### config.mk
export PLATFORM = sky130hd
export DESIGN_NAME = led_scan_driver
export DESIGN_NICKNAME = d
export VERILOG_FILES = /design/src/rtl/led_scan_driver.sv
export SDC_FILE = /design/constraint.sdc
export NUM_CORES = 1
export LEC_CHECK = 0
export ABC_AREA = 1
export CORE_ASPECT_RATIO = 1.1
export CORE_MARGIN = 1
export CORE_UTILIZATION = 35
export DETAILED_ROUTE_END_ITERATION = 10
export GPL_ROUTABILITY_DRIVEN = 1
export PLACE_DENSITY = 0.62
export SETUP_SLACK_MARGIN = 0.5
export SYNTH_ARGS = -nofsm -noshare
export SYNTH_HDL_FRONTEND = slang
export SYNTH_SLANG_ARGS = --single-unit
### constraint.sdc
create_clock -name clk -period 1.7 [get_ports clk]
set_clock_uncertainty 0.05 [all_clocks]
set_input_delay 0.34 -clock clk [delete_from_list [all_inputs] [get_ports clk]]
set_output_delay 0.34 -clock clk [all_outputs]
set_load 0.005 [all_outputs]
### src/rtl/led_scan_driver.sv
// led_scan_driver
//
// Time-multiplexed driver for a row of 7-segment (+DP) digits. A snapshot of
// display_led is taken at the start of every frame. Each digit is then lit for
// pSCAN_DIV cycles, followed by pBLANK_CYCLES dark cycles that suppress
// ghosting while the digit enables switch over.
//
// Parameters
//   pLED_WIDTH    segment bits per digit (bit 7 = DP, bits 6:0 = g..a)
//   pLED_NO       number of digits scanned (digit 0 = units)
//   pSCAN_DIV     cycles each digit is lit (>= 1)
//   pBLANK_CYCLES dark cycles after each digit (>= 0)
//
// Ports
//   clk          single clock, rising edge
//   rst          synchronous active-high reset
//   en           scan enable; low returns the driver to IDLE
//   display_led  packed segment codes, digit k at [k*pLED_WIDTH +: pLED_WIDTH]
//   seg          active-high segment drive
//   digit_sel    one-hot active-high digit enable
//   frame_done   high during the last cycle of each completed frame
//
// Build option
//   LED_SCAN_LEADING_ZERO_BLANK_EN : when defined, the most significant digit
//   is kept dark while its latched code is 8'h3F ("0"). Timing is unchanged.
//
// All outputs are registers loaded from the next-state values, so there is no
// combinational path from en or display_led to any output.

module led_scan_driver #(
   parameter int pLED_WIDTH    = 8,
   parameter int pLED_NO       = 2,
   parameter int pSCAN_DIV     = 50,
   parameter int pBLANK_CYCLES = 2
) (
   input  logic                           clk,
   input  logic                           rst,
   input  logic                           en,
   input  logic [pLED_WIDTH*pLED_NO-1:0]  display_led,
   output logic [pLED_WIDTH-1:0]          seg,
   output logic [pLED_NO-1:0]             digit_sel,
   output logic                           frame_done
);

   localparam int MAX_AB  = (pSCAN_DIV > pBLANK_CYCLES) ? pSCAN_DIV : pBLANK_CYCLES;
   localparam int CNT_MAX = (MAX_AB > 2) ? MAX_AB : 2;
   localparam int CNT_W   = $clog2(CNT_MAX);
   localparam int IDX_W   = (pLED_NO > 1) ? $clog2(pLED_NO) : 1;

   localparam logic [IDX_W-1:0] LAST_IDX   = IDX_W'(pLED_NO - 1);
   localparam logic [CNT_W-1:0] SCAN_LOAD  = CNT_W'(pSCAN_DIV - 1);
   localparam logic [CNT_W-1:0] BLANK_LOAD = CNT_W'((pBLANK_CYCLES > 0) ? (pBLANK_CYCLES - 1) : 0);
   localparam logic [pLED_WIDTH-1:0] ZERO_CODE = pLED_WIDTH'(8'h3F);

   typedef enum logic [1:0] {
      IDLE  = 2'd0,
      SHOW  = 2'd1,
      BLANK = 2'd2
   } state_t;

   state_t                          state_reg,  state_next;
   logic [IDX_W-1:0]                idx_reg,    idx_next;
   logic [CNT_W-1:0]                cnt_reg,    cnt_next;
   logic [pLED_WIDTH*pLED_NO-1:0]   snap_reg,   snap_next;
   logic [pLED_WIDTH-1:0]           seg_reg,    seg_next;
   logic [pLED_NO-1:0]              digit_sel_reg, digit_sel_next;
   logic                            frame_done_reg, frame_done_next;

   logic                            advance;
   logic                            last_cycle_state;

   // Per-digit view of the snapshot that will be current next cycle, and the
   // matching one-hot enable pattern.
   logic [pLED_WIDTH-1:0]           digit_next [pLED_NO];
   logic [pLED_NO-1:0]              onehot_next;

   genvar gi;
   generate
      for (gi = 0; gi < pLED_NO; gi++) begin : g_digit
         assign digit_next[gi]  = snap_next[gi*pLED_WIDTH +: pLED_WIDTH];
         assign onehot_next[gi] = (idx_next == IDX_W'(gi));
      end
   endgenerate

   // Next-state logic
   always_comb begin
      state_next = state_reg;
      idx_next   = idx_reg;
      cnt_next   = cnt_reg;
      snap_next  = snap_reg;
      advance    = 1'b0;

      if (!en) begin
         state_next = IDLE;
         idx_next   = '0;
         cnt_next   = '0;
      end else begin
         case (state_reg)
            IDLE: begin
               snap_next  = display_led;
               idx_next   = '0;
               cnt_next   = SCAN_LOAD;
               state_next = SHOW;
            end
            SHOW: begin
               if (cnt_reg == '0) begin
                  if (pBLANK_CYCLES > 0) begin
                     state_next = BLANK;
                     cnt_next   = BLANK_LOAD;
                  end else begin
                     advance = 1'b1;
                  end
               end else begin
                  cnt_next = cnt_reg - CNT_W'(1);
               end
            end
            BLANK: begin
               if (cnt_reg == '0) begin
                  advance = 1'b1;
               end else begin
                  cnt_next = cnt_reg - CNT_W'(1);
               end
            end
            default: begin
               state_next = IDLE;
               idx_next   = '0;
               cnt_next   = '0;
            end
         endcase

         // Move to the next digit; wrapping past the last digit starts a new
         // frame and refreshes the snapshot.
         if (advance) begin
            state_next = SHOW;
            cnt_next   = SCAN_LOAD;
            if (idx_reg != LAST_IDX) begin
               idx_next = idx_reg + IDX_W'(1);
            end else begin
               idx_next  = '0;
               snap_next = display_led;
            end
         end
      end
   end

   // Output values for the cycle that follows this edge
   always_comb begin
      seg_next       = '0;
      digit_sel_next = '0;

      if (state_next == SHOW) begin
         seg_next       = digit_next[idx_next];
         digit_sel_next = onehot_next;
`ifdef LED_SCAN_LEADING_ZERO_BLANK_EN
         if ((idx_next == LAST_IDX) && (digit_next[idx_next] == ZERO_CODE)) begin
            seg_next       = '0;
            digit_sel_next = '0;
         end
`endif
      end

      // The final cycle of a frame is the last dark cycle of the last digit,
      // or its last lit cycle when there are no dark cycles.
      if (pBLANK_CYCLES > 0) begin
         last_cycle_state = (state_next == BLANK);
      end else begin
         last_cycle_state = (state_next == SHOW);
      end
      frame_done_next = last_cycle_state && (cnt_next == '0) && (idx_next == LAST_IDX);
   end

   always_ff @(posedge clk) begin
      if (rst) begin
         state_reg      <= IDLE;
         idx_reg        <= '0;
         cnt_reg        <= '0;
         snap_reg       <= '0;
         seg_reg        <= '0;
         digit_sel_reg  <= '0;
         frame_done_reg <= 1'b0;
      end else begin
         state_reg      <= state_next;
         idx_reg        <= idx_next;
         cnt_reg        <= cnt_next;
         snap_reg       <= snap_next;
         seg_reg        <= seg_next;
         digit_sel_reg  <= digit_sel_next;
         frame_done_reg <= frame_done_next;
      end
   end

   assign seg        = seg_reg;
   assign digit_sel  = digit_sel_reg;
   assign frame_done = frame_done_reg;

endmodule

Fig. 1: run 1, clock routing
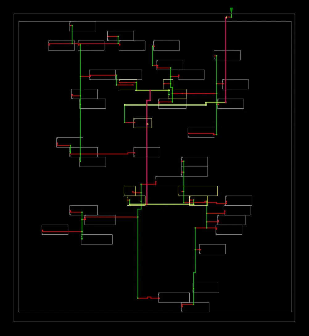
seq_cells: 36
clkbuf count: 5
Power Clock: 785 µW
CTS Buf Count: 5

Fig. 2: run 1, ports around the boundary
Drawn at 4 px/µm. Pins as bars across the die edge, other pins in gray.
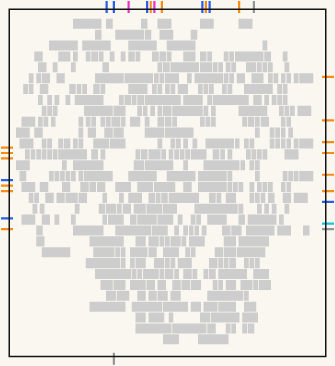
Key: cyan = frame_done [pins 1, direction output, edge right]; magenta = digit_sel [pins 2, direction output, edge top]; orange = display_led [pins 16, direction input, edge 6 right, 6 left, 4 top]; blue = seg [pins 8, direction output, edge 5 top, 2 left, 1 right]
All pins by edge: 12 top, 9 right, 8 left, 1 bottom.
# port buffers: 29
die height: 86.41 µm
chip width: 78.74 µm

Fig. 3: run 1, metal layers overlaid
Drawn at 3 px/µm.
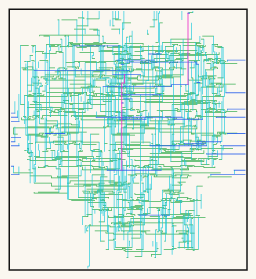
Key: magenta = M4 [wire length 56.7 µm]; blue = M3 [wire length 344 µm]; green = M1 [wire length 2880 µm]; cyan = M2 [wire length 3070 µm]

==> flow_summary.toml, run 1 <==
# flow metrics
[worst_setup_path]
setup.worst_path.start = "state_reg[1]"
startpoint_type = "flop"
reg2reg_depth = 9
timing.rr.start = "state_reg[1]"
rrSetupSlack_ps = 60
path_max_fanout = 8
cp.arrival_ps = 1830

[drt]
vias_per_cell = 4.703
drtIter0Drc = 112
vias = 2403
wl_um = 6346
highest_layer = "met4"

[global_routing]
grt_pass1_vias = 2206
grt_first_pass_wirelength_um = 10270
grt_max_degree = 25

[yosys]
edf_count = 0
post-synth-top-count-cell = "nand2_1"
top_area_share_pct = 37.25
ys_cells = 375
yosysSeqAreaShare_pct = 31.79
postSynthCellCount = 375
synthTopCellsByArea = "nand2_1 37%, dfxtp_1 32%, a21oi_1 4.0%, nand3_1 4.0%, ha_1 3.9%"
postSynth.asyncResetShare_pct = 0
flop_cell = "dfxtp_1"
yosysTopAreaCell = "nand2_1"

[timing]
drv_slew = 0
timing.hold.ws_ps = 441.1
max_clock_freq_mhz = 608.6
maxSlewHeadroom_pct = 63.25
setup_viol = 0

[hold_path]
hold_path.class = "reg -> reg"

[floorplanning]
io_pins = 30
fp_util_pct = 36.39

[job]
cap_violations = 0

[clock_network]
path_clk_slew_ps = 80
cts_tree = "yes"
clockBufferDepth = 2
cts_hold_buf = 0

[status]
status = "finished clean"

[cells_and_area]
fill_cells = 619
drive_gt1_share_pct = 32.25
fin_cells = 511

[placed_design]
routabilityCongestion = 0.8028

[pwr]
power.density_mw_per_mm2 = 727.8
==> run 1: critical path, cell delays in order (launching register included) <==
cell	delay, ps
dfxtp_4	390
buf_4	130
ha_4	160
nand4_4	180
nand2_2	130
nor2_4	60
nor2_4	170
clkbuf_16	180
nand3_1	70
nand2_1	60
==> run 1: layout make-up <==
class	count	area (µm²)	area share, %
sequential	36	739.5	22.71
tap	80	100.1	3.075
timing repair buffer	65	635.6	19.52
clock inverter	3	46.29	1.422
inverter	19	91.34	2.806
clock buffer	5	68.82	2.114
multi-input combinational	303	1574	48.35
==> run 1: routing by layer <==
layer | GRT usage (%) | vias up
met4 | 4.040 | 0
li1 | - | 1267
met2 | 32.33 | 62
met5 | 0 | -
met1 | 25.32 | 1069
met3 | 3.158 | 5
==> run 1: cells in the final DEF, fill, tap and decap left out, types with 2 or more instances in the layout <==
master             n
nor2_4             6
inv_6              3
clkbuf_16          3
o21ai_0            2
buf_12             3
nand4_1            2
buf_4             20
inv_2              6
nor2_2             4
xnor2_1            2
dfxtp_2            6
dfxtp_1           27
nand2_2           31
clkbuf_2           4
nand3_2            4
nand3_1           16
nand2_1          195
buf_6              9
ha_4               5
a21oi_2            9
a21oi_1            9
buf_2              7
clkdlybuf4s50_1   17
nor2_1            10
clkbuf_8           5
dfxtp_4            3
inv_1              9
==> run 1: timing repair <==
item,4_1_cts,5_1_grt
pin swaps,9,19
gates resized,56,56
setup buffers,9,9
endpoints found under the hold margin,0,0
setup endpoints to repair,47,41
cloned,0,3
==> run 1: kinds of logic (layout without fill, tap and decap cells) <==
kind of cell | Yosys count | count (layout) | synth area share, %
AOI/OAI and AO/OA | 20 | 20 | 4.415
xor gates and xnor gates | 3 | 3 | 1.159
adders and majority gates | 7 | 7 | 3.863
buffers and inverters | 36 | 92 | 8.057
DFF | 36 | 36 | 31.79
and+or+nand+nor | 273 | 273 | 50.72
==> run 1: worst min-delay path by stage <==
stage               slack (ps)           end  cells after the start    startpoint
floorplan                  420  snap_reg[10]                      2  snap_reg[10]
global placement           430   snap_reg[0]                      2   snap_reg[0]
detailed placement         430   snap_reg[0]                      2   snap_reg[0]
CTS                        440   snap_reg[0]                      2   snap_reg[0]
global route               460   snap_reg[8]                      2   snap_reg[8]
finish                     440   snap_reg[0]                      2   snap_reg[0]
==> run 1: power breakdown <==
| part | switching [µW] | total (µW) | internal, µW |
|---|---|---|---|
| Clock | 343 | 785 | 442 |
| Sequential | 28.6 | 918 | 889 |
| Combinational | 360 | 667 | 307 |
==> run 1: stage by stage <==
stage / setup TNS, ps / cell area [µm²] / util, % / setup WS (ps) / total power, µW
after floorplan: 0 / 2367 / - / 188.2 / 1302
after global placement: -207.1 / 2768 / 44.42 / -60.20 / 1451
after detailed placement: -568.5 / 2768 / 44.42 / -77.09 / 1457
after CTS: 0 / 2984 / 47.89 / 97.83 / 2280
after global routing: -170.3 / 3256 / 52.25 / -41.41 / 2501
final: 0 / 3256 / 52.25 / 56.89 / 2370
## Run 2: what changed since run 1
--- a/config.mk
+++ b/config.mk
@@ -9,9 +9,10 @@
 export CORE_ASPECT_RATIO = 1.1
 export CORE_MARGIN = 1
 export CORE_UTILIZATION = 35
+export CTS_CLUSTER_DIAMETER = 120
 export DETAILED_ROUTE_END_ITERATION = 10
 export GPL_ROUTABILITY_DRIVEN = 1
-export PLACE_DENSITY = 0.62
+export PLACE_DENSITY = 0.6
 export SETUP_SLACK_MARGIN = 0.5
 export SYNTH_ARGS = -nofsm -noshare
 export SYNTH_HDL_FRONTEND = slang
==> constraint.sdc (replaced) <==
create_clock -name clk -period 2.05 [get_ports clk]
set_clock_uncertainty 0.05 [all_clocks]
set_input_delay 0.41 -clock clk [delete_from_list [all_inputs] [get_ports clk]]
set_output_delay 0.41 -clock clk [all_outputs]
set_load 0.005 [all_outputs]
Fig. 4: run 2, cell area per tile
Drawn at 4 px/µm. The die is cut into 8 by 9 equal tiles; black is low, pale yellow is high, 0 to 100% covered.
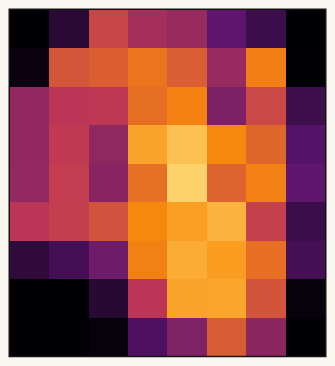
The densest ninth of the die: center. 14% of the tiles are nearly empty. The emptiest ninth of the die: lower left. 13% of the tiles are over 75% full. The fullest tile reaches 90%.
floorplan utilization: 36.39%
Core ar.: 0.006231 mm²

Fig. 5: run 2, ports around the boundary
Drawn at 4 px/µm. Pins as bars across the die edge, other pins in gray.
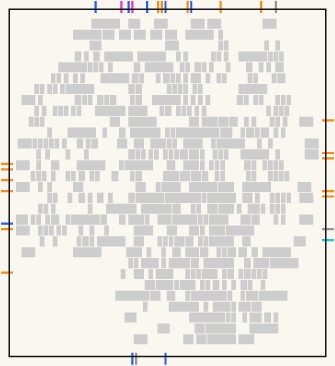
Key: orange = display_led [pins 16, direction input, edge 6 left, 5 top, 5 right]; cyan = frame_done [pins 1, direction output, edge right]; magenta = digit_sel [pins 2, direction output, edge top]; blue = seg [pins 8, direction output, edge 5 top, 2 bottom, 1 left]
All pins by edge: 13 top, 7 left, 7 right, 3 bottom.

Fig. 6: run 2, metal layers overlaid
Drawn at 3 px/µm.
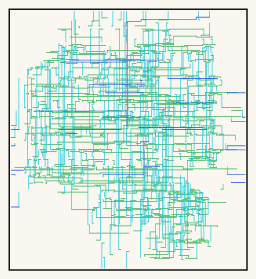
Key: green = M1 [wire length 2710 µm]; cyan = M2 [wire length 2930 µm]; blue = M3 [wire length 313 µm]; magenta = M4 [wire length 47.6 µm]
vias post-DR: 2304
WL/cell: 11.84 µm
Tot GR Track Use: 18.95%

==> run 2 against run 1 <==
Worst hold slack worse by 2.2 ps. Power down 21%. Maximum frequency up 0.69%. Die size unchanged. Core utilization down 3.2 points. Largest power group unchanged. Clock power down 19%. Highest routed layer unchanged. Sequential cell count unchanged. Combinational power down 27%. Critical path depth up 3. Setup slack better by 360 ps. Sequential power down 17%.
==> flow_summary.toml, run 2 <==
# flow metrics
[status]
status = "finished clean"

[worst_setup_path]
slowest_delay_ps = 330
path_max_fanout = 5
cp.arrival_ps = 1820
startpoint_type = "flop"
crit_chain = "inv_2 -> ha_4 -> nand3_4 -> buf_6 -> nor2_4 -> buf_6 -> nand2_1 -> nand2_1 -> nand2_1 -> nand2_2 -> nand3_1 -> nand2_1"
crit_family = "simple AND/OR/NAND/NOR gates"
crit_slowest_cell = "dfxtp_2"

[clock_network]
path_clk_slew_ps = 80
clockBufferDepth = 2
numCtsBuffers = 5
cts_hold_buf = 0
cts_tree = "yes"

[global_routing]
grt_pass1_vias = 2154
grt_max_degree = 25
grt_first_pass_wirelength_um = 10030

[placed_design]
routabilityCongestion = 0.8506

[yosys]
post-synth-top-count-cell = "nand2_1"
top_area_share_pct = 37.25
yosysTopAreaCell = "nand2_1"
postSynth.asyncResetShare_pct = 0
flop_cell = "dfxtp_1"
ys_cells = 375
edf_count = 0

[drt]
vias_per_cell = 4.544
drtIter0Drc = 152
wl_um = 6002

[timing]
rsz0062_at_grt = "yes"
max_clock_freq_mhz = 612.8
tns_ps = 0
drv_slew = 0
maxSlewHeadroom_pct = 61.62
setup_viol = 0

[floorplanning]
die_x_um = 78.74
die.size.y_um = 86.41
io_pins = 30

[cells_and_area]
drive_gt1_share_pct = 20.84
fill_cells = 675
final_common_cell = "nand2_1"
layout_top_cells = "213 x nand2_1, 29 x dfxtp_1, 23 x buf_4"

[pwr]
power_uw = 1881
power.density_mw_per_mm2 = 615.8

[job]
cap_violations = 0
[run 2: cell counts after synthesis]
Identical to the previous run, type by type.
[run 2: worst register-to-register path, stage by stage, from the launching register on]
cell     delay, ps
dfxtp_2        330
inv_2           70
ha_4           170
nand3_4        100
buf_6          140
nor2_4         180
buf_6          150
nand2_1         50
nand2_1         50
nand2_1         80
nand2_2         90
nand3_1         70
nand2_1         50
[run 2: cell families (layout without fill, tap and decap cells)]
logic type | Yosys count | count (layout) | share of synthesized area, %
buffers and inverters | 36 | 88 | 8.057
AND-OR/OR-AND | 20 | 20 | 4.415
AND/OR/NAND/NOR | 273 | 273 | 50.72
flip-flops | 36 | 36 | 31.79
XOR/XNOR | 3 | 3 | 1.159
adder cells (fa/ha/maj) | 7 | 7 | 3.863
[run 2: final cells by class]
| cell class | instances | area (µm²) | share of cell area (%) |
|---|---|---|---|
| clock inverter | 3 | 42.54 | 1.393 |
| inverter | 19 | 76.32 | 2.499 |
| sequential | 36 | 732.0 | 23.97 |
| multi-input combinational | 303 | 1470 | 48.14 |
| timing repair inverter | 1 | 7.507 | 0.2458 |
| tap | 80 | 100.1 | 3.277 |
| clock buffer | 5 | 68.82 | 2.253 |
| timing repair buffer | 60 | 556.8 | 18.23 |
[run 2: per-stage QoR]
step / setup slack [ps] / instances / hold slack, ps / instance area (µm²) / utilization (%)
6_report: 418.1 / 507 / 438.9 / 3054 / 49.02
5_1_grt: 289.3 / 507 / 466.6 / 3054 / 49.02
4_1_cts: 427.2 / 504 / 442.8 / 2972 / 47.69
3_5_place_dp: 200.9 / 480 / 429.4 / 2661 / 42.71
3_3_place_gp: 227.7 / 480 / 425.2 / 2661 / 42.71
2_1_floorplan: 478.8 / 375 / 415.5 / 2293 / -
[run 2: what timing repair did]
action / in CTS / in global routing
gates cloned: 2 / 0
resized: 35 / 16
setup endpoints to repair: 40 / 30
pin swaps: 13 / 22
setup buffers: 14 / 3
[run 2: final timing paths]
kind	end	startpoint	slack, ps	depth (start not counted)
max	seg[4]	cnt_reg[1]	420	12
max reg2reg	seg[4]	cnt_reg[1]	420	12
min	snap_reg[12]	snap_reg[12]	440	2
min reg2reg	snap_reg[12]	snap_reg[12]	440	2
[run 2: layer usage]
layer / vias to the layer above / share of wire, % / global-route usage [%]
met4: 0 / 0.78 / 4.882
li1: 1252 / - / -
met2: 53 / 49 / 33.52
met3: 7 / 5.2 / 3.263
met5: - / 0 / 0
met1: 992 / 45 / 23.65
[run 2: power breakdown]
part	switching (µW)	internal, µW
sequential	21.9	738
combinational	267	221
clock	273	360
total	562	1320
## Run 3: what changed since run 2
==> constraint.sdc (replaced) <==
create_clock -name clk -period 1.6 [get_ports clk]
set_clock_uncertainty 0.05 [all_clocks]
set_input_delay 0.32 -clock clk [delete_from_list [all_inputs] [get_ports clk]]
set_output_delay 0.32 -clock clk [all_outputs]
set_load 0.005 [all_outputs]
Fig. 7: run 3, cell area per tile
Drawn at 4 px/µm. The die is cut into 8 by 9 equal tiles; black is low, pale yellow is high, 0 to 100% covered.
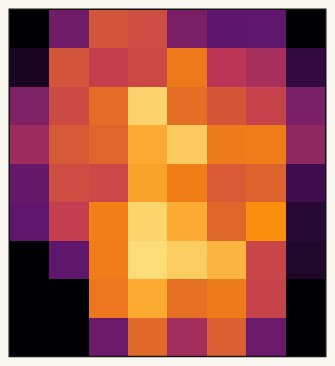
The emptiest ninth of the die: lower left. The fullest tile reaches 92%. The densest ninth of the die: center. The mean over all tiles is 48%. 15% of the tiles are over 75% full. 13% of the tiles are nearly empty.
utilization after layout: 53.96%

Fig. 8: run 3, ports around the boundary
Drawn at 4 px/µm. Pins as bars across the die edge, other pins in gray.
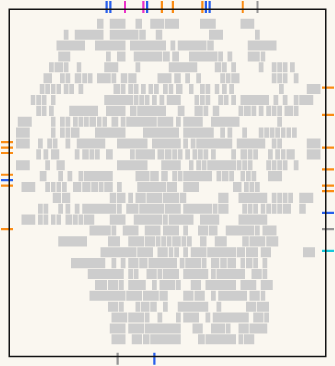
Key: blue = seg [pins 8, direction output, edge 5 top, 1 left, 1 bottom, 1 right]; cyan = frame_done [pins 1, direction output, edge right]; magenta = digit_sel [pins 2, direction output, edge top]; orange = display_led [pins 16, direction input, edge 6 right, 6 left, 4 top]
All pins by edge: 12 top, 9 right, 7 left, 2 bottom.

Fig. 9: run 3, clock routing
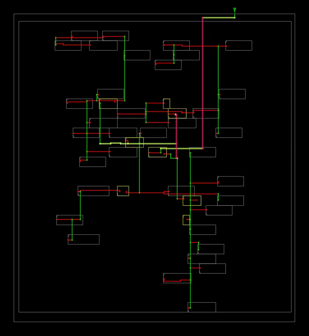
Power Clock: 652 µW
Clock Latency Late Sink: 290 ps
Sink Count: 36

==> run 3 against run 2 <==
The run now ends with negative setup slack left. Via count up 4.1%. Sequential cell count unchanged. Maximum frequency down 2.1%. Largest cell class unchanged. First-iteration DRC count down 27%. Combinational power up 55%. Critical endpoint is now seg[6].
==> flow_summary.toml, run 3 <==
# flow metrics
[status]
status = "complete, but fails checks"
violations = "negative setup slack"

[pwr]
p_comb_share_pct = 31.7
switchingPower_uw = 771.7
p_sw_share_pct = 32.32

[cells_and_area]
drive_gt1_share_pct = 32.13
final_common_cell = "nand2_1"
stdcell_area_mm2 = 0.003362

[worst_setup_path]
crit_buf_inv = 2
cp.arrival_ps = 1800
crit_chain = "buf_4 -> ha_4 -> nor2_1 -> nor3b_2 -> nand2_2 -> nor2_4 -> nor2_4 -> clkbuf_16 -> nand3_1 -> nand2_1"
cpMostUsedCell = "nor2_4"

[yosys]
synthTopCellsByArea = "nand2_1 37%, dfxtp_1 32%, a21oi_1 4.0%, nand3_1 4.0%, ha_1 3.9%"
yosysTopAreaCell = "nand2_1"
yosysSeqAreaShare_pct = 31.79

[global_routing]
grt_first_pass_wirelength_um = 10860

[placed_design]
routabilityCongestion = 0.7919

[drt]
vias = 2398
vias_per_cell = 4.594
wl_um = 6550
drtIter0Drc = 111

[timing]
drv_slew = 0
fin_ws_ps = -66.42
setup_viol = 10
max_clock_freq_mhz = 600.1

[floorplanning]
fp_util_pct = 36.39
die.size.y_um = 86.41
coreArea_mm2 = 0.006231
## run 3: cell counts after synthesis
No cell type changed its count.
## run 3: cells by family (layout without fill, tap and decap cells)
family / Yosys count / in the layout / synth area share, %
xor+xnor: 3 / 3 / 1.159
fa+ha+maj: 7 / 7 / 3.863
flops: 36 / 36 / 31.79
buf+inv: 36 / 103 / 8.057
compound gates: 20 / 20 / 4.415
simple gates: 273 / 273 / 50.72
## run 3: worst paths after layout
kind / from / to / slack, ps / depth (start not counted)
hold reg to reg: snap_reg[0] / snap_reg[0] / 440 / 2
setup / recovery: state_reg[0] / seg[6] / -70 / 10
setup reg to reg: state_reg[0] / seg[6] / -70 / 10
hold / removal: snap_reg[0] / snap_reg[0] / 440 / 2
## run 3: per-stage QoR
stage	setup slack, ps	total power (µW)	std cells	utilization [%]
after global placement	-133.1	1572	492	45.90
after global routing	-142.8	2523	522	53.96
final	-66.42	2387	522	53.96
after detailed placement	-196.6	1581	492	45.90
after floorplan	88.28	1385	375	-
after CTS	-8.154	2325	511	50.86
## run 3: what timing repair did
item                                    4_1_cts  5_1_grt
pin swaps                                    11       13
setup buffers                                10        9
cloned                                        1        2
resized                                      87       26
hold buffers                                  0        0
endpoints found under the setup margin       47       44
hold endpoints to repair                      0        0
## run 3: worst min-delay path, stage by stage (launching register included)
cell     delay (ps)
dfxtp_1         310
nand2_1          70
a21oi_1          60
## run 3: power by group through the flow
stage / clock network, µW / registers (µW) / logic (µW)
final: 652 / 978 / 758
after CTS: 666 / 977 / 682
after detailed placement: 0 / 997 / 584
after global placement: 0 / 995 / 577
after global routing: 700 / 983 / 840
after floorplan: 0 / 994 / 391
## run 3: routing by layer
metal  global-route usage (%)  part of all wire [%]  vias up
met5                        0                     0        -
met4                    4.545                  0.73        0
met3                    2.737                   5.1        5
met2                    37.31                    48       52
met1                    25.03                    46     1057
li1                         -                     -     1284
## run 3: layout make-up
cell class | instances | area, µm² | share of cell area [%]
Multi-Input combinational cell | 303 | 1565 | 46.56
Timing Repair Buffer | 76 | 775.7 | 23.07
Sequential cell | 36 | 739.5 | 21.99
Tap cell | 80 | 100.1 | 2.977
Inverter | 19 | 93.84 | 2.791
Clock buffer | 5 | 68.82 | 2.047
Clock inverter | 3 | 18.77 | 0.5582
Power is estimated from default activity; no workload was simulated.
